Placement by cell class:
Scale bar: 20 um. Fill, decap, tap and diode cells in grey.
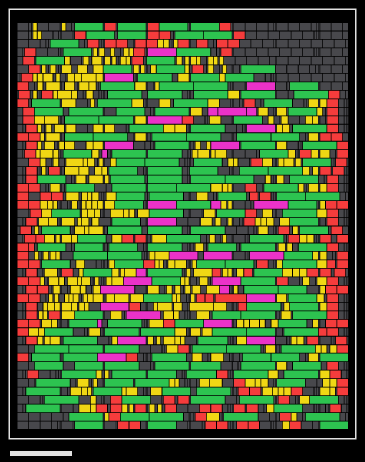
Gate families picked out:
Scale bar: 20 um.
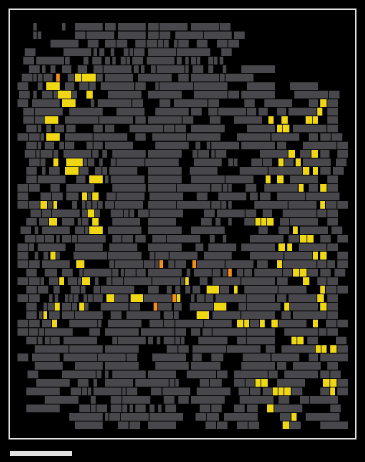
===== src/rtl/if_stage_pkg.sv =====
// Shared types and constants for the instruction-fetch stage.
// `MEM_ADDR sets the fetch address width and defaults to 32.
`ifndef MEM_ADDR
`define MEM_ADDR 32
`endif

package if_stage_pkg;

    localparam int unsigned ADDR_W = `MEM_ADDR;
    localparam int unsigned INST_W = 32;

    // addi x0, x0, 0
    localparam logic [INST_W-1:0] NOP_INST_WORD = 32'h0000_0013;

    localparam logic [ADDR_W-1:0] PC_STEP    = ADDR_W'(4);
    localparam logic [ADDR_W-1:0] ALIGN_MASK = ~ADDR_W'(3);

    typedef enum logic [1:0] {
        S_REQ  = 2'd0,
        S_WAIT = 2'd1,
        S_DROP = 2'd2,
        S_FULL = 2'd3
    } fetch_state_e;

    function automatic logic [ADDR_W-1:0] word_align(input logic [ADDR_W-1:0] addr);
        return addr & ALIGN_MASK;
    endfunction

endpackage


===== src/rtl/if_skid_buf.sv =====
// Single-entry {pc, inst} skid buffer that catches a returned instruction while decode is held.
// A flush has priority over a fill; a simultaneous fill and drain replaces the entry.
module if_skid_buf
    import if_stage_pkg::*;
(
    input  logic              clk_i,
    input  logic              rst_ni,
    input  logic              fill_i,
    input  logic              drain_i,
    input  logic              flush_i,
    input  logic [ADDR_W-1:0] pc_i,
    input  logic [INST_W-1:0] inst_i,
    output logic              valid_o,
    output logic [ADDR_W-1:0] pc_o,
    output logic [INST_W-1:0] inst_o,
    output logic              valid_next_o
);

    logic              valid_q, valid_d;
    logic [ADDR_W-1:0] pc_q;
    logic [INST_W-1:0] inst_q;

    always_comb begin
        valid_d = valid_q;
        if (flush_i) begin
            valid_d = 1'b0;
        end else if (fill_i) begin
            valid_d = 1'b1;
        end else if (drain_i) begin
            valid_d = 1'b0;
        end
    end

    always_ff @(posedge clk_i or negedge rst_ni) begin
        if (!rst_ni) begin
            valid_q <= 1'b0;
        end else begin
            valid_q <= valid_d;
        end
    end

    // Payload carries no reset; it is only observed while valid_q is set.
    always_ff @(posedge clk_i) begin
        if (fill_i && !flush_i) begin
            pc_q   <= pc_i;
            inst_q <= inst_i;
        end
    end

    assign valid_o      = valid_q;
    assign pc_o         = pc_q;
    assign inst_o       = inst_q;
    assign valid_next_o = valid_d;

endmodule


===== src/rtl/if_stage.sv =====
// Instruction-fetch stage: program counter, single-outstanding instruction-bus master, PC/ID register.
// Define IF_MISALIGN_TRAP_EN to trap misaligned jump targets (adds if_misalign_o).
module if_stage
    import if_stage_pkg::*;
#(
    parameter logic [ADDR_W-1:0] RESET_PC = '0,
    parameter logic [INST_W-1:0] NOP_INST = NOP_INST_WORD
) (
    input  logic              clk_100MHz,
    input  logic              arst_n,
    input  logic              jump_ena_i,
    input  logic [ADDR_W-1:0] jump_addr_i,
    input  logic              pc_hold_i,
    input  logic              pc_id_clr_i,
    output logic              ibus_req_o,
    output logic [ADDR_W-1:0] ibus_addr_o,
    input  logic              ibus_gnt_i,
    input  logic              ibus_rvalid_i,
    input  logic [INST_W-1:0] ibus_rdata_i,
    output logic [ADDR_W-1:0] id_pc_o,
    output logic [INST_W-1:0] id_inst_o,
    output logic              id_valid_o,
    output logic              fetch_busy_o
`ifdef IF_MISALIGN_TRAP_EN
    ,
    output logic              if_misalign_o
`endif
);

    fetch_state_e      state_q, state_d;
    logic [ADDR_W-1:0] pc_q, pc_d;
    logic [ADDR_W-1:0] fetch_pc_q;
    logic              misalign_q, misalign_d;
    logic [ADDR_W-1:0] jump_tgt;
    logic              jump_bad;

    logic              req, grant, rv_take, in_flight;
    logic              buf_valid, buf_avail, buf_fill, buf_drain, buf_full_next;
    logic [ADDR_W-1:0] buf_pc;
    logic [INST_W-1:0] buf_inst;

    logic              id_valid_q, id_valid_d;
    logic [ADDR_W-1:0] id_pc_q, id_pc_d;
    logic [INST_W-1:0] id_inst_q, id_inst_d;

    assign jump_tgt = word_align(jump_addr_i);

`ifdef IF_MISALIGN_TRAP_EN
    assign jump_bad      = jump_ena_i && (jump_addr_i[1:0] != 2'b00);
    assign if_misalign_o = misalign_q;
`else
    assign jump_bad = 1'b0;
`endif

    // Returned data counts only in S_WAIT, and a same-cycle jump makes it stale.
    assign rv_take   = (state_q == S_WAIT) && ibus_rvalid_i && !jump_ena_i;
    assign buf_avail = buf_valid && !jump_ena_i;
    assign buf_fill  = rv_take && pc_hold_i && !pc_id_clr_i;
    assign buf_drain = buf_avail && !pc_hold_i && !pc_id_clr_i;

    if_skid_buf u_skid (
        .clk_i        (clk_100MHz),
        .rst_ni       (arst_n),
        .fill_i       (buf_fill),
        .drain_i      (buf_drain),
        .flush_i      (jump_ena_i),
        .pc_i         (fetch_pc_q),
        .inst_i       (ibus_rdata_i),
        .valid_o      (buf_valid),
        .pc_o         (buf_pc),
        .inst_o       (buf_inst),
        .valid_next_o (buf_full_next)
    );

    // Back-to-back fetch: in S_WAIT the next request rides on rvalid when nothing will be parked.
    always_comb begin
        req = 1'b0;
        case (state_q)
            S_REQ:   req = 1'b1;
            S_WAIT:  req = rv_take && !buf_full_next;
            default: req = 1'b0;
        endcase
    end

    assign ibus_req_o   = req && arst_n;
    assign ibus_addr_o  = pc_q;
    assign grant        = ibus_req_o && ibus_gnt_i;
    assign fetch_busy_o = (state_q == S_WAIT) || (state_q == S_DROP);
    assign in_flight    = grant ||
                          (((state_q == S_WAIT) || (state_q == S_DROP)) && !ibus_rvalid_i);

    always_comb begin
        state_d    = state_q;
        pc_d       = pc_q;
        misalign_d = misalign_q;

        if (grant) begin
            pc_d = pc_q + PC_STEP;
        end

        case (state_q)
            S_REQ: begin
                if (grant) begin
                    state_d = S_WAIT;
                end
            end
            S_WAIT: begin
                if (ibus_rvalid_i) begin
                    if (buf_full_next) begin
                        state_d = S_FULL;
                    end else if (grant) begin
                        state_d = S_WAIT;
                    end else begin
                        state_d = S_REQ;
                    end
                end
            end
            S_DROP: begin
                if (ibus_rvalid_i) begin
                    state_d = misalign_q ? S_FULL : S_REQ;
                end
            end
            S_FULL: begin
                if (!buf_full_next && !misalign_q) begin
                    state_d = S_REQ;
                end
            end
            default: state_d = S_REQ;
        endcase

        // Any outstanding fetch is stale after a jump and must be swallowed in S_DROP.
        if (jump_ena_i) begin
            pc_d       = jump_tgt;
            misalign_d = jump_bad;
            if (in_flight) begin
                state_d = S_DROP;
            end else if (jump_bad) begin
                state_d = S_FULL;
            end else begin
                state_d = S_REQ;
            end
        end
    end

    always_comb begin
        id_valid_d = id_valid_q;
        id_pc_d    = id_pc_q;
        id_inst_d  = id_inst_q;
        if (pc_id_clr_i) begin
            id_valid_d = 1'b0;
            id_inst_d  = NOP_INST;
        end else if (!pc_hold_i) begin
            if (buf_avail) begin
                id_valid_d = 1'b1;
                id_pc_d    = buf_pc;
                id_inst_d  = buf_inst;
            end else if (rv_take) begin
                id_valid_d = 1'b1;
                id_pc_d    = fetch_pc_q;
                id_inst_d  = ibus_rdata_i;
            end else begin
                id_valid_d = 1'b0;
                id_inst_d  = NOP_INST;
            end
        end
    end

    always_ff @(posedge clk_100MHz or negedge arst_n) begin
        if (!arst_n) begin
            state_q    <= S_REQ;
            pc_q       <= RESET_PC;
            misalign_q <= 1'b0;
            id_valid_q <= 1'b0;
            id_pc_q    <= '0;
            id_inst_q  <= NOP_INST;
        end else begin
            state_q    <= state_d;
            pc_q       <= pc_d;
            misalign_q <= misalign_d;
            id_valid_q <= id_valid_d;
            id_pc_q    <= id_pc_d;
            id_inst_q  <= id_inst_d;
        end
    end

    // Address of the outstanding fetch, paired with its rdata on return.
    always_ff @(posedge clk_100MHz) begin
        if (grant) begin
            fetch_pc_q <= pc_q;
        end
    end

    assign id_valid_o = id_valid_q;
    assign id_pc_o    = id_pc_q;
    assign id_inst_o  = id_inst_q;

endmodule


===== config.mk =====
export PLATFORM = sky130hd
export DESIGN_NAME = if_stage
export DESIGN_NICKNAME = d
export VERILOG_FILES = /design/src/rtl/if_stage_pkg.sv /design/src/rtl/if_skid_buf.sv /design/src/rtl/if_stage.sv
export SDC_FILE = /design/constraint.sdc
export NUM_CORES = 1
export LEC_CHECK = 0
export CORE_ASPECT_RATIO = 1.25
export CORE_MARGIN = 2
export CORE_UTILIZATION = 55
export DETAILED_ROUTE_END_ITERATION = 10
export PLACE_DENSITY = 0.82
export SLEW_MARGIN = 20
export SYNTH_ARGS = -nofsm -noshare
export SYNTH_HDL_FRONTEND = slang
export SYNTH_SLANG_ARGS = --single-unit
export TNS_END_PERCENT = 10

===== constraint.sdc =====
create_clock -name clk_100MHz -period 6.9 [get_ports clk_100MHz]
set_input_delay 1.38 -clock clk_100MHz [delete_from_list [all_inputs] [get_ports clk_100MHz]]
set_output_delay 1.38 -clock clk_100MHz [all_outputs]
set_load 0.02 [all_outputs]

==> flow_metrics.tcl <==
# metrics dict for downstream scripts
set metrics [dict create \
    warnings 31 \
    async_flop_share 0.511 \
    mux_share 0.0525 \
    slowest_delay_ns 0.55 \
    top_cell "dfrtp_1" \
    first_iter_violations 394 \
    syn_area_mm2 0.00782 \
    numCtsBuffers 17 \
    cts_tree "built" \
    syn_inst 602 \
    crit_buf_inv 4 \
    fin_cells 942 \
    clockRootBuffer "clkbuf_16" \
    slew_headroom 0.356 \
    ys_sh_aoi 0.0816 \
    clk-power_mw 1.10 \
    synthTopCellsByCount "dfrtp_1 (93), edfxtp_1 (92), nand2_1 (69)" \
    ios 170 \
    n_all_buffers 172 \
    fp.dieH_um 137 \
    comb_power_share 0.213 \
    seq_cell_count 188 \
    status "finished, final reports clean" \
    seq_area_mm2 0.00517 \
    whs_ns 0.450 \
]
-- 'placement by cell class' (at the start) --
red -> remaining buffers and delay cells  # cells 172
magenta -> clock drivers and dummy loads  # cells 31
yellow -> remaining logic cells  # cells 376
green -> registers  # cells 188

-- 'gate families picked out' (at the start) --
yellow -> nor cells  # cells 94, most used nor3_1, where spread over the die
orange -> inv cells  # cells 6, most used inv_1

